<file path="src/rtl/simple_pkg.sv">
// Shared definitions for the SIMPLE 16-bit datapath.
// Holds the ALU opcode constants, the instruction format codes, the
// operand-fetch FSM state type and the writeback-enable decode helper.
package simple_pkg;

  localparam logic [3:0] OP_ADD = 4'd0;
  localparam logic [3:0] OP_SUB = 4'd1;
  localparam logic [3:0] OP_AND = 4'd2;
  localparam logic [3:0] OP_OR  = 4'd3;
  localparam logic [3:0] OP_XOR = 4'd4;
  localparam logic [3:0] OP_CMP = 4'd5;
  localparam logic [3:0] OP_MOV = 4'd6;
  localparam logic [3:0] OP_NOP = 4'd7;
  localparam logic [3:0] OP_SLL = 4'd8;
  localparam logic [3:0] OP_SRL = 4'd9;
  localparam logic [3:0] OP_SRA = 4'd10;
  localparam logic [3:0] OP_ROL = 4'd11;
  localparam logic [3:0] OP_IN  = 4'd12;
  localparam logic [3:0] OP_OUT = 4'd13;
  localparam logic [3:0] OP_RSV = 4'd14;
  localparam logic [3:0] OP_HLT = 4'd15;

  localparam logic [1:0] FMT_ARITH = 2'b11;
  localparam logic [1:0] FMT_LI    = 2'b10;

  typedef enum logic {RUN, HALT} fsm_t;

  // Result is written back for every arithmetic op except the ones that
  // only set flags, produce output, or do nothing.
  function automatic logic wr_en_of(input logic [3:0] op3);
    logic en;
    case (op3)
      OP_CMP, OP_NOP, OP_OUT, OP_RSV, OP_HLT: en = 1'b0;
      default:                                en = 1'b1;
    endcase
    return en;
  endfunction

endpackage

</file>
<file path="src/rtl/simple_regfile.sv">
// Register file for the SIMPLE datapath.
// Ports: clk, rst (async, active-high, clears all registers);
//   ra_addr/ra_data, rb_addr/rb_data: combinational read ports;
//   wb_en/wb_addr/wb_data: synchronous write port.
// A read of the address being written in the same cycle returns wb_data.
module simple_regfile #(
  parameter int NREG = 8
) (
  input  logic                     clk,
  input  logic                     rst,
  input  logic [$clog2(NREG)-1:0]  ra_addr,
  output logic [15:0]              ra_data,
  input  logic [$clog2(NREG)-1:0]  rb_addr,
  output logic [15:0]              rb_data,
  input  logic                     wb_en,
  input  logic [$clog2(NREG)-1:0]  wb_addr,
  input  logic [15:0]              wb_data
);

  logic [15:0] regs [NREG];

  always_ff @(posedge clk or posedge rst) begin
    if (rst) begin
      regs <= '{default: '0};
    end else if (wb_en) begin
      regs[wb_addr] <= wb_data;
    end
  end

  assign ra_data = (wb_en && (wb_addr == ra_addr)) ? wb_data : regs[ra_addr];
  assign rb_data = (wb_en && (wb_addr == rb_addr)) ? wb_data : regs[rb_addr];

endmodule

</file>
<file path="src/rtl/operand_fetch.sv">
// Decode and operand-fetch stage of the SIMPLE datapath, feeding the ALU.
// Ports: clk, rst (async, active-high);
//   instr/instr_valid/instr_ready: instruction handshake;
//   wb_en/wb_addr/wb_data: register-file writeback from downstream;
//   out_valid/out_ready: operand latch handshake;
//   out_in1, out_in2, out_opcode, out_rd, out_wr_en: issued operands;
//   halted: HLT has issued (left only through rst).
module operand_fetch
  import simple_pkg::*;
#(
  parameter int NREG = 8
) (
  input  logic                     clk,
  input  logic                     rst,
  input  logic [15:0]              instr,
  input  logic                     instr_valid,
  output logic                     instr_ready,
  input  logic                     wb_en,
  input  logic [$clog2(NREG)-1:0]  wb_addr,
  input  logic [15:0]              wb_data,
  output logic                     out_valid,
  input  logic                     out_ready,
  output logic [15:0]              out_in1,
  output logic [15:0]              out_in2,
  output logic [3:0]               out_opcode,
  output logic [$clog2(NREG)-1:0]  out_rd,
  output logic                     out_wr_en,
  output logic                     halted
);

  localparam int AW = $clog2(NREG);

  fsm_t state;

  logic [1:0]    fmt;
  logic [AW-1:0] rs, rd;
  logic [3:0]    op3, d4;
  logic [7:0]    d8;
  logic          is_arith, is_li;
  logic          a_from_rs;
  logic [AW-1:0] ra_addr, rb_addr;
  logic [15:0]   ra_data, rb_data;
  logic          use_a, use_b;
  logic          d_issue, d_hlt, d_wr;
  logic [15:0]   d_in1, d_in2;
  logic [3:0]    d_op;
  logic          hazard, accept;

  assign fmt      = instr[15:14];
  assign rs       = instr[11 +: AW];
  assign rd       = instr[8 +: AW];
  assign op3      = instr[7:4];
  assign d4       = instr[3:0];
  assign d8       = instr[7:0];
  assign is_arith = (fmt == FMT_ARITH);
  assign is_li    = (fmt == FMT_LI) && (instr[13:11] == 3'b000);

  // Port A carries rd for two-operand and shift ops, but rs for MOV/OUT.
  assign a_from_rs = is_arith && ((op3 == OP_MOV) || (op3 == OP_OUT));
  assign ra_addr   = a_from_rs ? rs : rd;
  assign rb_addr   = rs;

  simple_regfile #(.NREG(NREG)) u_regfile (
    .clk     (clk),
    .rst     (rst),
    .ra_addr (ra_addr),
    .ra_data (ra_data),
    .rb_addr (rb_addr),
    .rb_data (rb_data),
    .wb_en   (wb_en),
    .wb_addr (wb_addr),
    .wb_data (wb_data)
  );

  // Which register ports the decoded word really reads; immediates and
  // unused fields must not raise the interlock.
  always_comb begin
    use_a = 1'b0;
    use_b = 1'b0;
    if (is_arith) begin
      case (op3)
        OP_ADD, OP_SUB, OP_AND, OP_OR, OP_XOR, OP_CMP: begin
          use_a = 1'b1;
          use_b = 1'b1;
        end
        OP_MOV, OP_OUT, OP_SLL, OP_SRL, OP_SRA, OP_ROL: use_a = 1'b1;
        default: ;
      endcase
    end
  end

  always_comb begin
    d_in1   = '0;
    d_in2   = '0;
    d_op    = op3;
    d_wr    = 1'b0;
    d_issue = 1'b0;
    d_hlt   = 1'b0;
    if (is_arith) begin
      d_wr    = wr_en_of(op3);
      d_hlt   = (op3 == OP_HLT);
      d_issue = !d_hlt;
      if (use_a) d_in1 = ra_data;
      if (use_b) d_in2 = rb_data;
      if (op3 inside {OP_SLL, OP_SRL, OP_SRA, OP_ROL}) d_in2 = {12'b0, d4};
    end else if (is_li) begin
      d_op    = OP_MOV;
      d_in1   = {{8{d8[7]}}, d8};
      d_wr    = 1'b1;
      d_issue = 1'b1;
    end
  end

  assign hazard = out_valid && out_wr_en &&
                  ((use_a && (ra_addr == out_rd)) || (use_b && (rb_addr == out_rd)));

  assign instr_ready = (state == RUN) && !hazard && (!out_valid || out_ready);
  assign accept      = instr_valid && instr_ready;

  always_ff @(posedge clk or posedge rst) begin
    if (rst) begin
      state      <= RUN;
      halted     <= 1'b0;
      out_valid  <= 1'b0;
      out_in1    <= '0;
      out_in2    <= '0;
      out_opcode <= '0;
      out_rd     <= '0;
      out_wr_en  <= 1'b0;
    end else begin
      if (accept) begin
        // Bubbles and HLT are consumed without occupying the latch.
        out_valid <= d_issue;
        if (d_issue) begin
          out_in1    <= d_in1;
          out_in2    <= d_in2;
          out_opcode <= d_op;
          out_rd     <= rd;
          out_wr_en  <= d_wr;
        end
        if (d_hlt) begin
          state  <= HALT;
          halted <= 1'b1;
        end
      end else if (out_ready) begin
        out_valid <= 1'b0;
      end
    end
  end

endmodule

</file>
<file path="config.mk">
export PLATFORM = sky130hd
export DESIGN_NAME = operand_fetch
export DESIGN_NICKNAME = d
export VERILOG_FILES = /design/src/rtl/simple_pkg.sv /design/src/rtl/simple_regfile.sv /design/src/rtl/operand_fetch.sv
export SDC_FILE = /design/constraint.sdc
export NUM_CORES = 1
export LEC_CHECK = 0
export ABC_AREA = 0
export CORE_MARGIN = 10
export CORE_UTILIZATION = 30
export CTS_CLUSTER_DIAMETER = 80
export DETAILED_ROUTE_END_ITERATION = 10
export HOLD_SLACK_MARGIN = 0.05
export PLACE_DENSITY = 0.6
export SYNTH_ARGS = -nofsm -noshare
export SYNTH_HDL_FRONTEND = slang
export SYNTH_SLANG_ARGS = --single-unit
</file>
<file path="constraint.sdc">
create_clock -name clk -period 6.05 [get_ports clk]
set_clock_uncertainty 0.1 [all_clocks]
set_input_delay 1.21 -clock clk [delete_from_list [all_inputs] [get_ports clk]]
set_output_delay 1.21 -clock clk [all_outputs]
set_load 0.05 [all_outputs]
</file>
Logic cells by family:
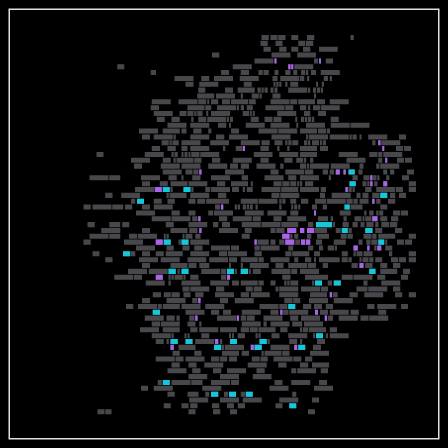
[cyan] non-inverting ao/oa cells | cells: 36
[purple] nor cells | cells: 48
combinational share of cell area: 43.7%
Non-Filler Instances: 1263
dominant logic cell type in the layout: dfrtp_1

Wiring heat map:
40 x 40 tiles, from white (low) to dark blue (high), scaled to the fullest tile. Values are wire area over tile area, all layers added.
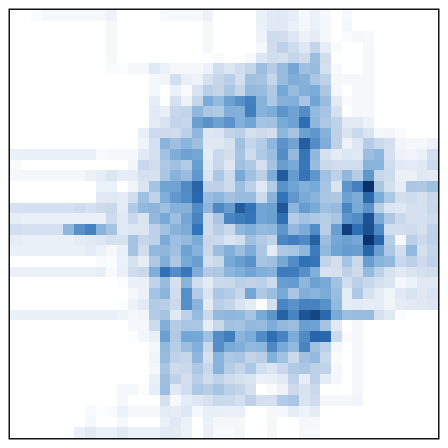
mean over tiles: 0.11
nearly empty tiles: 37%
emptiest ninth of the die: top left
densest ninth of the die: middle
tiles over half the peak: 9.6%
fullest tile: 0.63
detail-routed net length per standard cell: 22.2 um
Total GRT Usage: 14.1%
routed wire length: 28000 um
Via Count: 6881

## sequential cells by signal (all words and copies together), names as in the netlist
name / flops
state: 1
out_in2: 16
out_opcode: 4
out_valid: 1
out_rd: 3
out_in1: 16
u_regfile.regs: 128
out_wr_en: 1
## worst reg2reg max path, cell delays in order, from the launching register on
cell and delay (ps):
dfrtp_1 470, xnor2_1 190, nand3_1 130, o21a_1 220, a41oi_2 320, nand2_4 470
mux2_4 520
## cell type report
class	instances	area [sq um]
Fill cell	3022	20400
Sequential cell	170	4250
Clock inverter	9	97.6
Timing Repair Buffer	104	973
Clock buffer	22	464
Tap cell	402	503
Multi-Input combinational cell	546	4920
Antenna cell	1	2.50
Inverter	9	38.8
## cells in the final DEF, fill, tap and decap left out, types with 11 or more instances in the layout
| master | n |
|---|---|
| a211oi_1 | 13 |
| a32o_1 | 18 |
| and2_1 | 14 |
| buf_4 | 23 |
| clkbuf_16 | 17 |
| clkdlybuf4s50_1 | 79 |
| dfrtp_1 | 170 |
| mux2_2 | 133 |
| mux2_4 | 11 |
| mux2i_1 | 43 |
| mux4_2 | 32 |
| nand2_1 | 100 |
| nand3_1 | 15 |
| nor2_1 | 26 |
## per-stage QoR
stage | hold slack [ps] | area (sq um) | util (%) | worst slack, ps
after global placement | 385 | 10700 | 33.8 | 1120
after detailed placement | 387 | 10700 | 33.8 | 1110
after CTS | 404 | 11300 | 35.6 | 1100
final | 398 | 11300 | 35.6 | 1050
after floorplan | 396 | 9630 | - | 137
after global routing | 419 | 11300 | 35.6 | 909
## metal layers
| metal | track usage, % | part of all wire, % | vias up |
|---|---|---|---|
| li1 | - | - | 3058 |
| met2 | 22.0 | 46 | 266 |
| met4 | 4.75 | 1.7 | 2 |
| met3 | 3.10 | 7.4 | 32 |
| met5 | 0 | 0.046 | - |
| met1 | 19.1 | 45 | 3523 |
## report_power, final
group	leakage, nW	switching, mW	total, mW	internal [mW]
sequential	2.06	0.197	1.59	1.40
combinational	2.23	0.638	1.18	0.547
clock	0.279	0.444	1.07	0.623
total	4.57	1.28	3.85	2.57
## cells in the mapped netlist, types with 7 or more instances
cell type	instances	area [sq um]
nand4b_1	9	78.8
and2_1	14	87.6
buf_6	10	113
a31oi_1	8	50.1
mux2_4	11	165
inv_1	8	30.0
clkbuf_1	19	71.3
nand3_1	15	75.1
mux4_2	32	721
o32a_1	9	90.1
a32o_1	18	180
nor2_1	26	97.6
mux2i_1	43	430
buf_2	19	95.1
a32oi_1	8	70.1
nand4_1	7	43.8
mux2_2	133	1500
nor2b_1	7	43.8
nand2_1	100	375
buf_1	13	48.8
nor3_1	8	40.0
o21ai_0	9	45.0
a211oi_1	13	97.6
dfrtp_1	170	4250
## path summary, 6_finish.rpt
path                             startpoint            endpoint  slack [ps]
worst min register to register  out_in1[11]         out_in1[11]         400
worst max-delay path               instr[7]         instr_ready        1050
max in group asynchronous               rst  u_regfile.regs[97]        3410
min in group asynchronous               rst         out_in1[11]        1270
worst min-delay path            out_in1[11]         out_in1[11]         400
worst max register to register    out_rd[1]          out_in2[6]        3520
==> GITHUB_STEP_SUMMARY <==
## Implementation flow summary

| Metric | Value |
|---|---|
| Status | finished clean |
| Seq share, synth | 44.2% |
| Latest clock arrival within the worst-skew pair | 430 ps |
| Simple-Gate Area Share | 11.3% |
| Number of cells on the critical path | 8 |
| Port Buffer Count | 82 |
| Final #Nets | 888 |
| CTS tree | done |
| Slew @ Worst Pin | 994 ps |
| Crit path max-delay family | simple AND/OR/NAND/NOR gates |
| Area of the core | 31600 sq um |
| Worst min-delay path category | register to register |
| Die Size | 39600 sq um |
| Leakage | 4.57 nW |
| Starting Density | 30.4% |
| Largest net degree at the start of global routing | 103 |
| Post-Syn Nets | 839 |
| Most used flip-flop cell | dfrtp_1 |
| Worst path required time | 4740 ps |
| Cell Rows | 65 |
| Setup TNS | 0 ps |
| DRC errors left | 0 |
| 1st-iter DRT viols | 497 |
| PnR Total Power | 3.85 mW |
| Synthesized area per cell | 12.0 sq um |
| Gpl congestion | 0.856 |
| Maximum clock path buffer count | 2 |
| Layout cells sized above 1 | 30.0% |
| Worst IR Drop VDD | 163 uV |
| CTS root buf | clkbuf_16 |
| Aoi share | 8.83% |
| Slew Limit Fails | 0 |
| Synth Cell Area | 9630 sq um |
| Die y size | 199 um |
| Synth async-reset ratio | 100% |
| Tcrit/Tclk final | 82.6% |
| Yosys cell count | 799 |
| Yosys warnings | 0 |
Power figures rest on the tool's default switching activity, not on a simulated workload.
